==> src/rtl/flag_rf_unit.sv <==
// ---------------------------------------------------------------------------
// flag_rf_unit
//
// Processor condition-flag register. Holds the Zero (z), Overflow (v) and
// Negative (n) flags produced by the ALU and evaluates the branch condition
// of the current instruction.
//
// The flags are captured one clock after an arithmetic/logic instruction
// (ADD, SUB, NAND, XOR, INC). The branch-taken output is purely
// combinational from the stored flags and the instruction word. There is no
// forwarding: a B instruction sees the flags stored before the current edge.
//
// Ports:
//   clk    in   1   system clock, rising-edge active
//   rst    in   1   synchronous reset, active-high, clears z/v/n
//   stall  in   1   (only with FLAG_RF_STALL_EN) holds the flags when 1
//   out    out  1   branch taken (opcode B and condition satisfied)
//   alu_z  in   1   ALU zero flag
//   alu_v  in   1   ALU signed-overflow flag
//   alu_n  in   1   ALU negative flag
//   instr  in   16  current instruction word
//
// Configuration macro:
//   FLAG_RF_STALL_EN  adds the stall input; when undefined the port is absent
//                     and updates follow the opcode rules only.
// ---------------------------------------------------------------------------
module flag_rf_unit (
    input  logic        clk,
    input  logic        rst,
`ifdef FLAG_RF_STALL_EN
    input  logic        stall,
`endif
    output logic        out,
    input  logic        alu_z,
    input  logic        alu_v,
    input  logic        alu_n,
    input  logic [15:0] instr
);

    localparam logic [3:0] OP_ADD  = 4'b0000;
    localparam logic [3:0] OP_SUB  = 4'b0001;
    localparam logic [3:0] OP_NAND = 4'b0010;
    localparam logic [3:0] OP_XOR  = 4'b0011;
    localparam logic [3:0] OP_INC  = 4'b0100;
    localparam logic [3:0] OP_B    = 4'b1100;

    localparam logic [2:0] CC_NE  = 3'b000;
    localparam logic [2:0] CC_EQ  = 3'b001;
    localparam logic [2:0] CC_GT  = 3'b010;
    localparam logic [2:0] CC_LT  = 3'b011;
    localparam logic [2:0] CC_GE  = 3'b100;
    localparam logic [2:0] CC_LE  = 3'b101;
    localparam logic [2:0] CC_OVF = 3'b110;
    localparam logic [2:0] CC_UNC = 3'b111;

    logic       z;
    logic       v;
    logic       n;

    logic [3:0] opcode;
    logic [2:0] cond;
    logic       flag_op;
    logic       upd_en;

    assign opcode = instr[15:12];
    assign cond   = instr[10:8];

    // Only the ALU arithmetic/logic group writes the flags. An X opcode
    // matches no item and therefore falls to the default (no update).
    always_comb begin
        flag_op = 1'b0;
        case (opcode)
            OP_ADD, OP_SUB, OP_NAND, OP_XOR, OP_INC: flag_op = 1'b1;
            default:                                 flag_op = 1'b0;
        endcase
    end

`ifdef FLAG_RF_STALL_EN
    assign upd_en = flag_op & ~stall;
`else
    assign upd_en = flag_op;
`endif

    always_ff @(posedge clk) begin
        if (rst) begin
            z <= 1'b0;
            v <= 1'b0;
            n <= 1'b0;
        end else if (upd_en) begin
            z <= alu_z;
            v <= alu_v;
            n <= alu_n;
        end
    end

    // Signed comparisons use n^v as "less than" so the result stays correct
    // when the subtraction that set the flags overflowed.
    function automatic logic cond_met(input logic [2:0] cc,
                                      input logic       fz,
                                      input logic       fv,
                                      input logic       fn);
        logic lt;
        lt = fn ^ fv;
        case (cc)
            CC_NE:   cond_met = ~fz;
            CC_EQ:   cond_met = fz;
            CC_GT:   cond_met = ~fz & ~lt;
            CC_LT:   cond_met = lt;
            CC_GE:   cond_met = fz | ~lt;
            CC_LE:   cond_met = fz | lt;
            CC_OVF:  cond_met = fv;
            CC_UNC:  cond_met = 1'b1;
            default: cond_met = 1'b0;
        endcase
    endfunction

    always_comb begin
        out = 1'b0;
        if (opcode == OP_B) begin
            out = cond_met(cond, z, v, n);
        end
    end

endmodule

==> config.mk <==
export PLATFORM = sky130hd
export DESIGN_NAME = flag_rf_unit
export DESIGN_NICKNAME = d
export VERILOG_FILES = /design/src/rtl/flag_rf_unit.sv
export SDC_FILE = /design/constraint.sdc
export NUM_CORES = 1
export LEC_CHECK = 0
export CAP_MARGIN = 10
export CORE_AREA = 2 2 39 41
export DETAILED_ROUTE_END_ITERATION = 6
export DIE_AREA = 0 0 41 43
export HOLD_SLACK_MARGIN = 0.15
export SYNTH_ARGS = -nofsm -noshare
export SYNTH_HDL_FRONTEND = slang
export SYNTH_SLANG_ARGS = --single-unit
==> constraint.sdc <==
create_clock -name clk -period 1.25 [get_ports clk]
set_clock_uncertainty 0.2 [all_clocks]
set_input_delay 0.25 -clock clk [delete_from_list [all_inputs] [get_ports clk]]
set_output_delay 0.25 -clock clk [all_outputs]
set_load 0.005 [all_outputs]
sizing.png
(12 px per um)
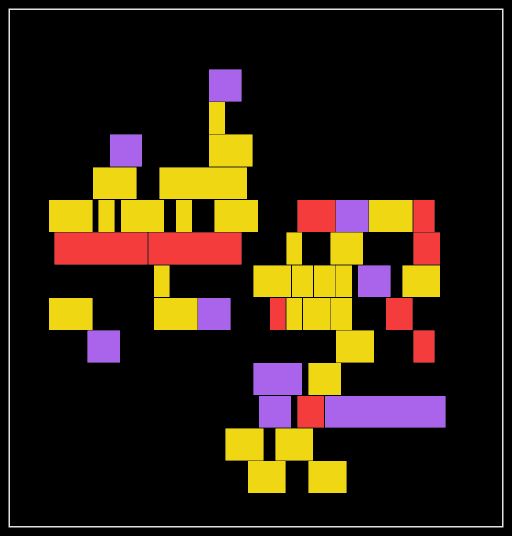
Key: x3 and x4 = purple [cells 9, most used buf_4]; x1 and smaller = yellow [cells 29]; x2 = red [cells 9]
bufs w/o clock: 16
finished layout cell area: 419 um^2
Final WS setup: -0.426 ns

port_trees.png
(6 px per um)
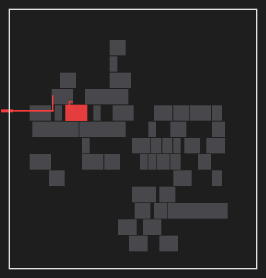
Key: alu_v = red [bits 1, direction input, end cells 1, buffers 1, wire 11.5 um]
number of port buffers: 12
number of I/O pins: 22

placed.png
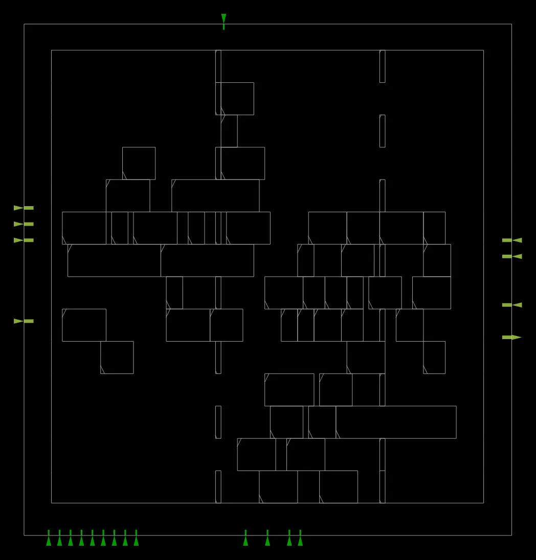
Rows: 14
seq_cells: 3
fin util: 30.3%
CORE AREA: 0.00138 mm^2

gates.png
(12 px per um)
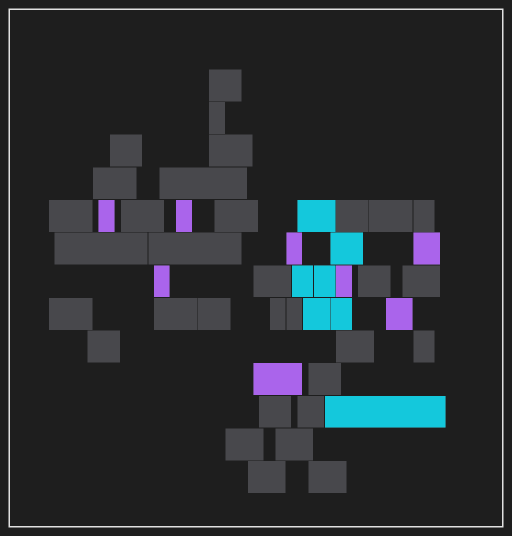
Key: nor cells = purple [cells 8, most used nor2_1]; aoi and oai cells = cyan [cells 7, most used o21ai_1]
Comb area share: 41.2%
Cell Count, Final, Fillers Out: 63

==> changes_impl.md <==
## Implementation

- Final setup viols: 1
- Psw: 0.0940 mW
- Synth cell types: 15
- Synth Net Count: 48
- CP Data Required Time: 0.80 ns
- Failing checks: negative setup slack
- Pleak: 0.167 nW
- Ys async rst share: 0%
- Worst setup SP type: flop
- Status: finished with violations
- Drt total wl: 512 um
- Clk buf depth: 2
- Mean Syn Cell Area: 8.43 um^2
- First-pass GRT wire length: 917 um
- Power Internal: 0.275 mW
- Max-slew violations: 0
- Setup crit start: n
- Yosys Instances: 27
- # clock sinks: 3
- Overall Global Routing Usage: 8.02%
- Clock network fraction of total power: 46.1%
- FF-to-FF Start: z
- Hold path depth: 2
- Final Critical Period: 1.68 ns
- EDFF count, synth: 0
- Pre-Repair DR Iteration Count: 3
- Syn Inst Count: 27
- Largest net degree at the start of global routing: 6
- Inst Count DP: 59
- Critical path, cell by cell: xnor2_1, o21ai_1, o31a_1, buf_2
- Number of cells on the critical path: 4
- YS warnings: 0
- Final WS setup: -0.426 ns
- # diodes: 0
- Max_slew headroom: 84.3%
- Flops after synth: 3
- TNS Setup: -0.426 ns
- Die Wd: 41 um
- Top cells by area: dfxtp_1, mux2i_1, a2111oi_4, nor2_1, o21ai_0
- Comb group: 0.0897 mW
- Area figure in the yosys stat output: 228 um^2
- Largest area contributor in the netlist: dfxtp_1
[cell families after synthesis]
family	after synthesis	synth area share (%)
xor gates and xnor gates	1	3.85
muxes	3	13.2
DFF	3	26.4
and+or+nand+nor	10	20.9
AOI/OAI and AO/OA	9	34.1
buffers and inverters	1	1.65
[flip-flops by register name, summed over array words and instances, names as in the netlist]
| name | count |
|---|---|
| n | 1 |
| v | 1 |
| z | 1 |
[area by class of cell]
cell class              count  area [um^2]
well taps                  16         20.0
inverters                   1         3.75
fillers                   169          965
clock buffers               4         26.3
flip-flops and latches      3         62.6
multi-input cells          23          173
repair buffers             16          134
[worst register-to-register path: stages, from the launching register on]
cell and delay [ns]:
dfxtp_2 0.32, buf_4 0.12, mux2i_1 0.11, nor2_1 0.05
[per-layer routing]
metal / track usage [%] / vias to the layer above / wire (um)
met5: 0 / - / 0
met4: 8.00 / 0 / 0
met3: 3.66 / 0 / 51
met2: 9.38 / 8 / 228
met1: 9.94 / 105 / 232
li1: - / 137 / -
[repair_timing]
action / CTS / global route
gates cloned: 0 / 0
pin swaps: 1 / 3
setup endpoints to repair: 4 / 1
gates resized: 18 / 4
[placed cells by master (no fill, tap or decap), drive strengths merged]
cell	count
o211ai	1
nor2	8
a21oi	1
clkdlybuf4s15	1
dfxtp	3
buf	5
o21a	1
clkdlybuf4s50	4
inv	1
dlygate4sd2	5
a2111oi	1
xnor2	1
a31oi	1
o31a	1
mux2i	3
o21ai	3
nand2	2
clkbuf	5
[stage by stage]
stage	power, mW	utilization, %	area (um^2)	worst slack, ns
after global routing	0.398	30.3	419	-0.518
after floorplan	0.145	-	230	-0.0574
final	0.369	30.3	419	-0.426
after global placement	0.205	28.9	400	-1.04
after detailed placement	0.205	28.9	400	-1.04
after CTS	0.382	30.2	418	-0.491
Power and IR drop assume default switching activity.
